`config.mk`:
```
export PLATFORM = sky130hd
export DESIGN_NAME = vcfg_unit
export DESIGN_NICKNAME = d
export VERILOG_FILES = /design/src/rtl/vcfg_unit.sv
export SDC_FILE = /design/constraint.sdc
export NUM_CORES = 1
export LEC_CHECK = 0
export CAP_MARGIN = 15
export CORE_AREA = 2 2 198 200
export CTS_CLUSTER_DIAMETER = 120
export DETAILED_ROUTE_END_ITERATION = 16
export DIE_AREA = 0 0 200 202
export HOLD_SLACK_MARGIN = 0.05
export PLACE_DENSITY_LB_ADDON = 0.2
export RECOVER_POWER = 100
export SETUP_SLACK_MARGIN = 0.02
export SLEW_MARGIN = 40
export SYNTH_ARGS = -nofsm -noshare
export SYNTH_HDL_FRONTEND = slang
export SYNTH_SLANG_ARGS = --single-unit
export TNS_END_PERCENT = 5
```
`constraint.sdc`:
```
create_clock -name clk_i -period 6.2 [get_ports clk_i]
set_input_delay 0.62 -clock clk_i [delete_from_list [all_inputs] [get_ports clk_i]]
set_output_delay 0.62 -clock clk_i [all_outputs]
set_load 0.03 [all_outputs]
```
`src/rtl/vcfg_unit.sv`:
```
`default_nettype none
// ============================================================================
// Module   : vcfg_unit
// Purpose  : Vector configuration unit. Decodes vsetvli / vsetivli / vsetvl,
//            computes the new vtype and vl, holds them as architectural state
//            and returns the new vl through a valid/ready response channel.
// Revision : 1.0 - initial release
// ----------------------------------------------------------------------------
// Ports
//   clk_i, rst_ni            clock, asynchronous active-low reset
//   req_valid_i/req_ready_o  request handshake (ready only in IDLE)
//   req_instr_i              raw 32-bit configuration instruction
//   req_rs1_i, req_rs2_i     scalar operand values
//   resp_valid_o/resp_ready_i response handshake
//   resp_rd_o, resp_we_o     destination register and its write enable
//   resp_result_o            new vl, zero-extended to 64 bits
//   resp_illegal_o           instruction was not a configuration op
//   flush_i                  abort a request that is still in CALC
//   vtype_o                  {vill, vlut_pack, vlut[2:0], vma, vta, vsew, vlmul}
//   vl_o                     current vector length
// ============================================================================
module vcfg_unit #(
    parameter int unsigned VLEN = 4096,
    parameter int unsigned ELEN = 64
) (
    input  logic                    clk_i,
    input  logic                    rst_ni,
    input  logic                    req_valid_i,
    output logic                    req_ready_o,
    input  logic [31:0]             req_instr_i,
    input  logic [63:0]             req_rs1_i,
    input  logic [63:0]             req_rs2_i,
    output logic                    resp_valid_o,
    input  logic                    resp_ready_i,
    output logic [4:0]              resp_rd_o,
    output logic                    resp_we_o,
    output logic [63:0]             resp_result_o,
    output logic                    resp_illegal_o,
    input  logic                    flush_i,
    output logic [12:0]             vtype_o,
    output logic [$clog2(VLEN):0]   vl_o
);

    localparam int unsigned VL_W       = $clog2(VLEN) + 1;
    localparam logic [12:0] VTYPE_VILL = 13'h1000;
    localparam logic [6:0]  OPC_V      = 7'b1010111;
    localparam logic [2:0]  F3_OPCFG   = 3'b111;
    localparam logic [2:0]  LMUL_RSVD  = 3'b100;

    typedef enum logic [1:0] {
        ST_IDLE = 2'd0,
        ST_CALC = 2'd1,
        ST_RESP = 2'd2
    } state_e;

    state_e             state_q, state_d;
    logic [31:0]        instr_q;
    logic [63:0]        rs1_q;
    logic [63:0]        rs2_q;
    logic [12:0]        vtype_q;
    logic [VL_W-1:0]    vl_q;
    logic [4:0]         resp_rd_q;
    logic               resp_we_q;
    logic [63:0]        resp_result_q;
    logic               resp_illegal_q;

    logic               w_fire_req;
    logic               w_calc_done;

    // ------------------------------------------------------------------
    // Decode of the captured instruction
    // ------------------------------------------------------------------
    logic               w_cfg_op;
    logic               w_is_vli;
    logic               w_is_vili;
    logic               w_is_vl;
    logic               w_illegal;
    logic [4:0]         w_rd;
    logic [4:0]         w_rs1;
    logic [11:0]        w_vt_raw;
    logic [2:0]         w_vlmul;
    logic [2:0]         w_vsew;
    logic [31:0]        w_sew;
    logic [2:0]         w_frac_k;
    logic [31:0]        w_vlen_scaled;
    logic [31:0]        w_vlmax;
    logic [63:0]        w_vlmax64;
    logic [63:0]        w_avl;
    logic [63:0]        w_new_vl;
    logic               w_vill;
    logic [12:0]        w_vtype_new;
    logic [VL_W-1:0]    w_vl_new;
    logic [63:0]        w_result;

    assign w_cfg_op  = (instr_q[6:0] == OPC_V) && (instr_q[14:12] == F3_OPCFG);
    assign w_is_vli  = w_cfg_op && !instr_q[31];
    assign w_is_vili = w_cfg_op && (instr_q[31:30] == 2'b11);
    assign w_is_vl   = w_cfg_op && (instr_q[31:25] == 7'b1000000);
    assign w_illegal = !(w_is_vli || w_is_vili || w_is_vl);
    assign w_rd      = instr_q[11:7];
    assign w_rs1     = instr_q[19:15];

    // Immediate forms cannot express vlut_pack; vsetivli also lacks vlut[2].
    always_comb begin
        w_vt_raw = 12'd0;
        if (w_is_vl) begin
            w_vt_raw = rs2_q[11:0];
        end else if (w_is_vili) begin
            w_vt_raw = {2'b00, instr_q[29:20]};
        end else begin
            w_vt_raw = {1'b0, instr_q[30:20]};
        end
    end

    assign w_vlmul = w_vt_raw[2:0];
    assign w_vsew  = w_vt_raw[5:3];
    assign w_sew   = 32'd8 << w_vsew;

    // Fractional LMUL encodings 101/110/111 mean 1/8, 1/4, 1/2.
    assign w_frac_k = 3'd4 - {1'b0, w_vlmul[1:0]};

    always_comb begin
        w_vill = 1'b0;
        if (w_vlmul == LMUL_RSVD) begin
            w_vill = 1'b1;
        end
        if (w_sew > ELEN) begin
            w_vill = 1'b1;
        end
        // SEW > ELEN/2^k rewritten as SEW*2^k > ELEN to stay in shifts.
        if (w_vlmul[2] && ((w_sew << w_frac_k) > ELEN)) begin
            w_vill = 1'b1;
        end
        // rs2[63] (vill request) and any reserved upper vtype bit.
        if (w_is_vl && (|rs2_q[63:12])) begin
            w_vill = 1'b1;
        end
    end

    // VLMAX = VLEN * LMUL / SEW; SEW = 8 << vsew so the divide is a shift.
    assign w_vlen_scaled = w_vlmul[2] ? (32'(VLEN) >> w_frac_k)
                                      : (32'(VLEN) << w_vlmul[1:0]);
    assign w_vlmax   = w_vlen_scaled >> ({1'b0, w_vsew} + 4'd3);
    assign w_vlmax64 = {32'd0, w_vlmax};

    always_comb begin
        w_avl = 64'd0;
        if (w_is_vili) begin
            w_avl = {59'd0, w_rs1};
        end else if (w_rs1 != 5'd0) begin
            w_avl = rs1_q;
        end else if (w_rd != 5'd0) begin
            w_avl = w_vlmax64;
        end else begin
            w_avl = {{(64-VL_W){1'b0}}, vl_q};
        end
    end

    // Full-width compare so a huge AVL never aliases to a small vl.
    assign w_new_vl    = (w_avl < w_vlmax64) ? w_avl : w_vlmax64;
    assign w_vtype_new = w_vill ? VTYPE_VILL : {1'b0, w_vt_raw};
    assign w_vl_new    = w_vill ? '0 : w_new_vl[VL_W-1:0];
    assign w_result    = w_vill ? 64'd0 : w_new_vl;

    // ------------------------------------------------------------------
    // Control FSM
    // ------------------------------------------------------------------
    // A flush arriving in IDLE blocks acceptance for that cycle.
    assign req_ready_o  = (state_q == ST_IDLE) && !flush_i;
    assign resp_valid_o = (state_q == ST_RESP);
    assign w_fire_req   = req_valid_i && req_ready_o;
    assign w_calc_done  = (state_q == ST_CALC) && !flush_i;

    always_comb begin
        state_d = state_q;
        case (state_q)
            ST_IDLE: if (w_fire_req)   state_d = ST_CALC;
            ST_CALC: state_d = flush_i ? ST_IDLE : ST_RESP;
            ST_RESP: if (resp_ready_i) state_d = ST_IDLE;
            default: state_d = ST_IDLE;
        endcase
    end

    always_ff @(posedge clk_i or negedge rst_ni) begin
        if (!rst_ni) begin
            state_q <= ST_IDLE;
        end else begin
            state_q <= state_d;
        end
    end

    always_ff @(posedge clk_i or negedge rst_ni) begin
        if (!rst_ni) begin
            instr_q <= 32'd0;
            rs1_q   <= 64'd0;
            rs2_q   <= 64'd0;
        end else if (w_fire_req) begin
            instr_q <= req_instr_i;
            rs1_q   <= req_rs1_i;
            rs2_q   <= req_rs2_i;
        end
    end

    // Architectural state and response fields update together on the
    // edge entering RESP; illegal ops leave vtype/vl untouched.
    always_ff @(posedge clk_i or negedge rst_ni) begin
        if (!rst_ni) begin
            vtype_q        <= VTYPE_VILL;
            vl_q           <= '0;
            resp_rd_q      <= 5'd0;
            resp_we_q      <= 1'b0;
            resp_result_q  <= 64'd0;
            resp_illegal_q <= 1'b0;
        end else if (w_calc_done) begin
            resp_rd_q      <= w_rd;
            resp_illegal_q <= w_illegal;
            resp_we_q      <= !w_illegal && (w_rd != 5'd0);
            resp_result_q  <= w_illegal ? 64'd0 : w_result;
            if (!w_illegal) begin
                vtype_q <= w_vtype_new;
                vl_q    <= w_vl_new;
            end
        end
    end

    assign resp_rd_o      = resp_rd_q;
    assign resp_we_o      = resp_we_q;
    assign resp_result_o  = resp_result_q;
    assign resp_illegal_o = resp_illegal_q;
    assign vtype_o        = vtype_q;
    assign vl_o           = vl_q;

endmodule
`default_nettype wire
```
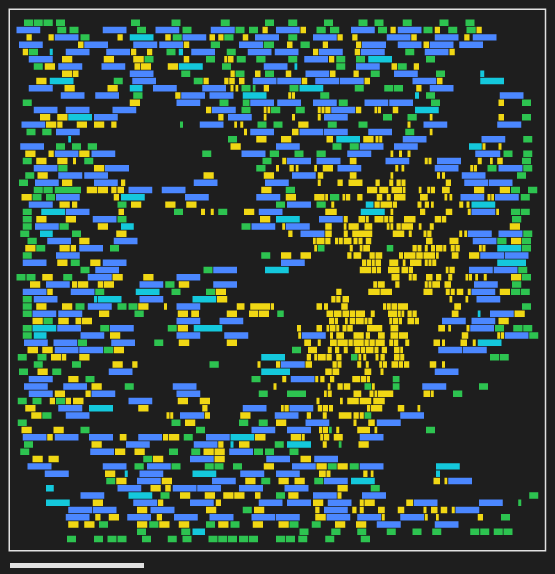
(placement by cell class)
Bar = 50 um.
cyan -> clock drivers and dummy loads  # cells 53, share of their area 6.8%
green -> other buffers and delay cells  # cells 280, share of their area 19%
yellow -> all other logic  # cells 644, share of their area 31%
blue -> flops  # cells 259, share of their area 43%
Final Cell Area: 0.0156 sq mm
Seq area share: 0.415
number of placement rows: 72

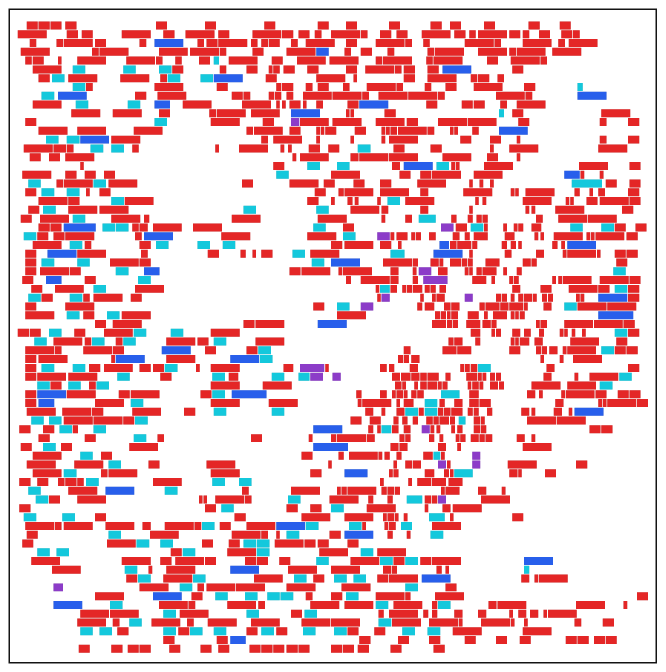
(sizing map)
red -> drive 1 or less  # cells 1,001, share 81%
cyan -> drive 2  # cells 174, share 14%
purple -> drive 3 to 4  # cells 17, share 1.4%
blue -> drive 6 and up  # cells 44, share 3.6%
Area Overhead vs Synth: 37.3%
count of plain and timing-repair buffers in the layout: 280

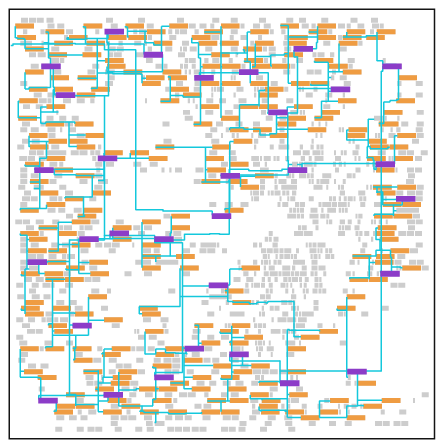
(clock distribution)
orange -> flip-flops  # count 259
cyan -> clock wires  # length 3,830 um
purple -> cells driving clock nets  # count 31
flops lie = spread over the die
clock power share: 0.373
worst clock skew on the final layout: 22.3 ps
power consumed by the clock network: 1.81 mW
clock latency on the worst-skew pair: 580 ps

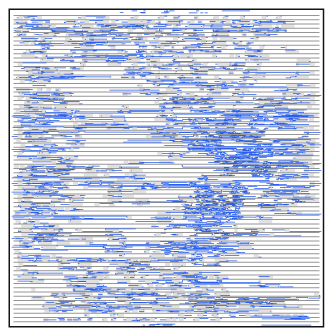
(the metal 1 layer)
Supply wires on this layer in gray. Cells faint in the background.
share of all routed wire = 43%
nets with wire on the layer = 1,247
global-route track usage on met1: 0.213
total via count in the routed design: 8,448
Final Routed Wirelength: 32,200 um

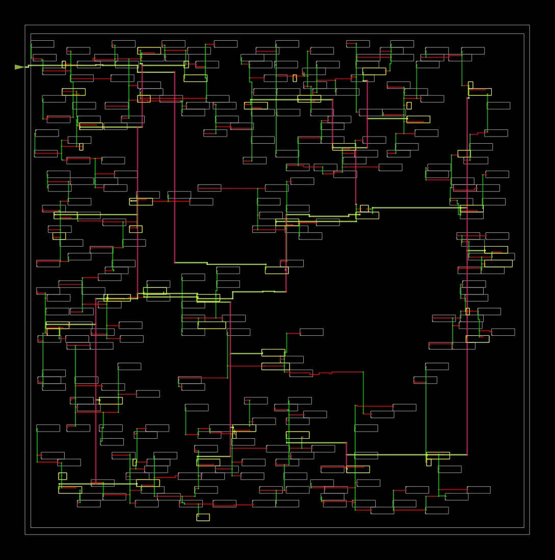
(the clock network)
num sequential: 259
clock buffer count in the final layout: 44

sequential cells by signal (all words and copies together) (netlist names):
name / count
resp_result_o: 64
rs1_q: 64
rs2_q: 64
instr_q: 32
vl_o: 13
vtype_o: 13
resp_rd_o: 5
state_q: 2
resp_illegal_o: 1
resp_we_o: 1
timing repair:
item                                   in CTS  in global routing
hold buffers                                1                  0
endpoints found under the hold margin      23                  0
resized                                     0                  5
setup endpoints to repair                   0                 26
report_power, final:
group / internal [mW] / leakage [nW] / switching [mW] / total, mW
logic: 0.479 / 3.08 / 0.458 / 0.937
clock network: 1.10 / 0.500 / 0.706 / 1.81
registers: 1.94 / 3.25 / 0.171 / 2.11
cell usage after synthesis (3+ instances only):
library cell and number:
dfrtp_1 258, o21ai_0 40, nor2_1 36, nand2_1 103
nand4b_1 3, a22oi_1 4, and2_1 60, and3_1 6
nand4_1 13, a21oi_1 34, a21boi_0 3, a21o_1 6
o21a_1 3, nand2b_1 4, nor4_1 25, mux2_2 156
o32a_1 3, nand3_1 17, or4_1 4, inv_1 14
a31oi_1 4, nor3_1 10, o31ai_1 17, ha_1 16
o22ai_1 5, o211ai_1 6, a211o_1 6, mux2i_1 3
a211oi_1 5, buf_2 7, clkbuf_1 45
logic make-up after synthesis:
logic type / count (synthesis) / share of synthesized area
AND/OR/NAND/NOR: 295 / 0.133
flip-flops: 259 / 0.570
AND-OR/OR-AND: 160 / 0.0966
multiplexers: 159 / 0.157
buffers and inverters: 69 / 0.0252
adder cells (fa/ha/maj): 16 / 0.0176
routing by layer:
metal,vias to the layer above,track usage,part of all wire
li1,3962,-,-
met1,4140,0.213,0.43
met2,273,0.254,0.46
met3,61,0.0519,0.081
met4,12,0.0405,0.025
met5,-,0,0.0021
==> reports/writeup.txt <==
The final layout reports a setup TNS of 0 ps. With the part of the cycle the worst path needs at 0.928, the setup slack at placement is 301 ps. The number of ordinary inverters in the final layout is 14. The peak fanout along the critical path came out at 11. The script computed a power per unit cell area of 311 mW/mm^2. Entering global routing, the biggest net connects 152 pins.

For the iteration-0 DRC count of the detailed router, the log shows 493. The path class of the tightest hold or removal check is register to register. The tools report the CTS root buffer as clkbuf_16. On the critical path the data arrives at 6210 ps. The primary flip-flop cell chosen by synthesis mapping was dfrtp_1. The fraction of area in multi-input gates came out at 0.296. The pre-antenna-repair detailed-routing pass consisted of 5 iterations.

For the placeable core region, the log shows 0.0383 sq mm. Counting the fill cells in the layout gives 3,723. With the sequential fraction of the synthesis area at 0.570, the number of H-tree levels is 1.

The run finished, with violations left. TritonCTS built the clock tree. The logs give 8,808 for the via count of the first global-routing pass and 0.0404 sq mm for the total die size.

For the first-pass GRT wire length, the log shows 50,800 um. The tools report the kind of capture point of the worst setup path as a register. The share of final layout cell area taken by non-clock buffers is 0.178, and the final estimated routing congestion in global placement is 0.896.

Destination of the worst hold path: vtype_o[12]. The count of inserted tapcells came out at 518. The final reports fail on capacitance limit, slew limit. The run gives -2.06 as the relative slew slack. Across the whole layout, storage elements account for 0.00648 sq mm. The cell family contributing the most delay on the critical path is AND-OR/OR-AND gates. Listed in order, past its start point the critical path passes nand4b_1 > or3_4 > nor2_2 > buf_4 > mux2i_2 > ha_1 > o21ai_0 > or4_1 > o221a_2 > o21ai_0 > nand3_1 > a21oi_1 > ha_1 > a21o_1 > a21oi_1 > o211ai_1 > and2_0 > a31oi_4 > nand3_1 > buf_4 > o32a_1 > o31ai_1. Final tally of hold violations: 0. Post-detailed-placement half-perimeter wirelength: 23,000 um. For the Yosys warning count, the log shows 0. Share of the synthesized area in the top cell type: 0.568. In this run the worst setup path begins at instr_q[3]. The mean area per synthesized cell was 11.9 sq um; the number of warnings in the stage logs was 35.

Pin placement for this block handled 264 I/O pins. With the minimum clock period after layout at 5750 ps, the cell count after synthesis is 958. The total routing usage reported by global routing was 0.161; the core utilization at floorplan was 0.297. After layout, the design draws a total of 4.86 mW. The run gives 0 for the final routed DRC violation total. The number of antenna diodes in the final layout is 2. The run gives 22 for the number of logic stages on the critical path including buffering. The post-placement cell area was 0.0146 sq mm.

STA classifies the critical path startpoint as a register. The timing report shows that the slowest cell on the worst path is or3_4. With the final cell utilization of the core at 0.408, the net count of the finished layout is 1,397. The run gives 22 for the length in cells of the worst reg-to-reg path.

In the routed layout, each cell is associated on average with a via count of 4.81. Buffers placed on the I/O ports in this run total 263. The tightest hold path in the finished design has a slack of 459 ps. The number of maximum-capacitance violations recorded for the run is 4. Pins over their slew limit in the final report were tallied at 227. For the number of library cell types mapped by synthesis, the log shows 64. In this run the most critical hold path is launched from vtype_o[12].

The capture point of the critical path was reported as resp_result_o[9]. Counting only logic cells after layout, the most numerous master is dfrtp_1. The maximum frequency from static timing analysis came out at 174 MHz. Along the critical path, the tally of buffer and inverter instances is 2. Per the synth log, the flip-flop and latch total comes to 259. In the layout the commonest cells are dfrtp_1, clkdlybuf4s50_1, mux2_2, nand2_1, dlygate4sd3_1. According to the Yosys statistics, the synthesized design has a chip area of 0.0114 sq mm.

Pin slew with the least headroom to its limit: 4590 ps. The timing report gives the worst reg2reg path a setup slack of 450 ps. The launch point of the worst register-to-register path is recorded as instr_q[3].

In the layout the tool counted multi-input logic cells amounting to 630. After synthesis, the cell types taking the most area are dfrtp_1, mux2_2, nand2_1, and2_1, ha_1. The routed design shows a wire length per standard cell of 18.3 um. Setup repair after global routing left no endpoint under its margin.

Across all setup checks in the final design, the least slack found is 449 ps. The count of instantiated cells in the yosys netlist came out at 958. The capturing point of the worst reg2reg path was resp_result_o[9].

According to the floorplan report, the die height is 202 um. The critical path endpoint has a required time of 6650 ps. At floorplan, the net count of the design was reported as 1,139.

The proportion of register bits with asynchronous set or reset after synthesis works out to 1.00. The largest voltage drop on the vdd net was 0.236 mV; the clock edge transition at the registers on the reported setup and hold paths was 50 ps. After global routing the overflow that remains totals 0. The CTS log lists the clock sinks for this run as 259. Nets still carrying antenna violations after routing amount to 0.

The layout report lists the multi-input gate area as 0.00463 sq mm. The run gives 0.0649 for the portion of the layout cell area used by clock cells. The logs give 0 for the buffers inserted during post-CTS setup optimization and 0 for the final number of setup-violating endpoints. Class of the most critical setup path: register to register. In the final design, more cell area goes to sequential cells than to any other class. The tools report the number of placed cells counting well taps as 1,699. The die is 200 um wide. The clock passes through at most 3 buffers. The timing report gives the biggest stage delay along the critical path as 470 ps.

Hold analysis shows the worst path with a depth of 2. The number of antenna violations at the first check in global routing is 8. Post-synthesis cell type with the largest combined area: dfrtp_1. The combined area of all synthesized cells was 0.0114 sq mm; the leakage power summed over all cells was 6.84 nW.

The count of placed standard cells in the final layout, fillers left out was 1,756. CTS added clock buffers totalling 31. The run gives 0 for the number of enable flip-flop cells.

Fraction of layout instances using a drive strength above 1: 0.190.
Power and IR drop assume default switching activity.
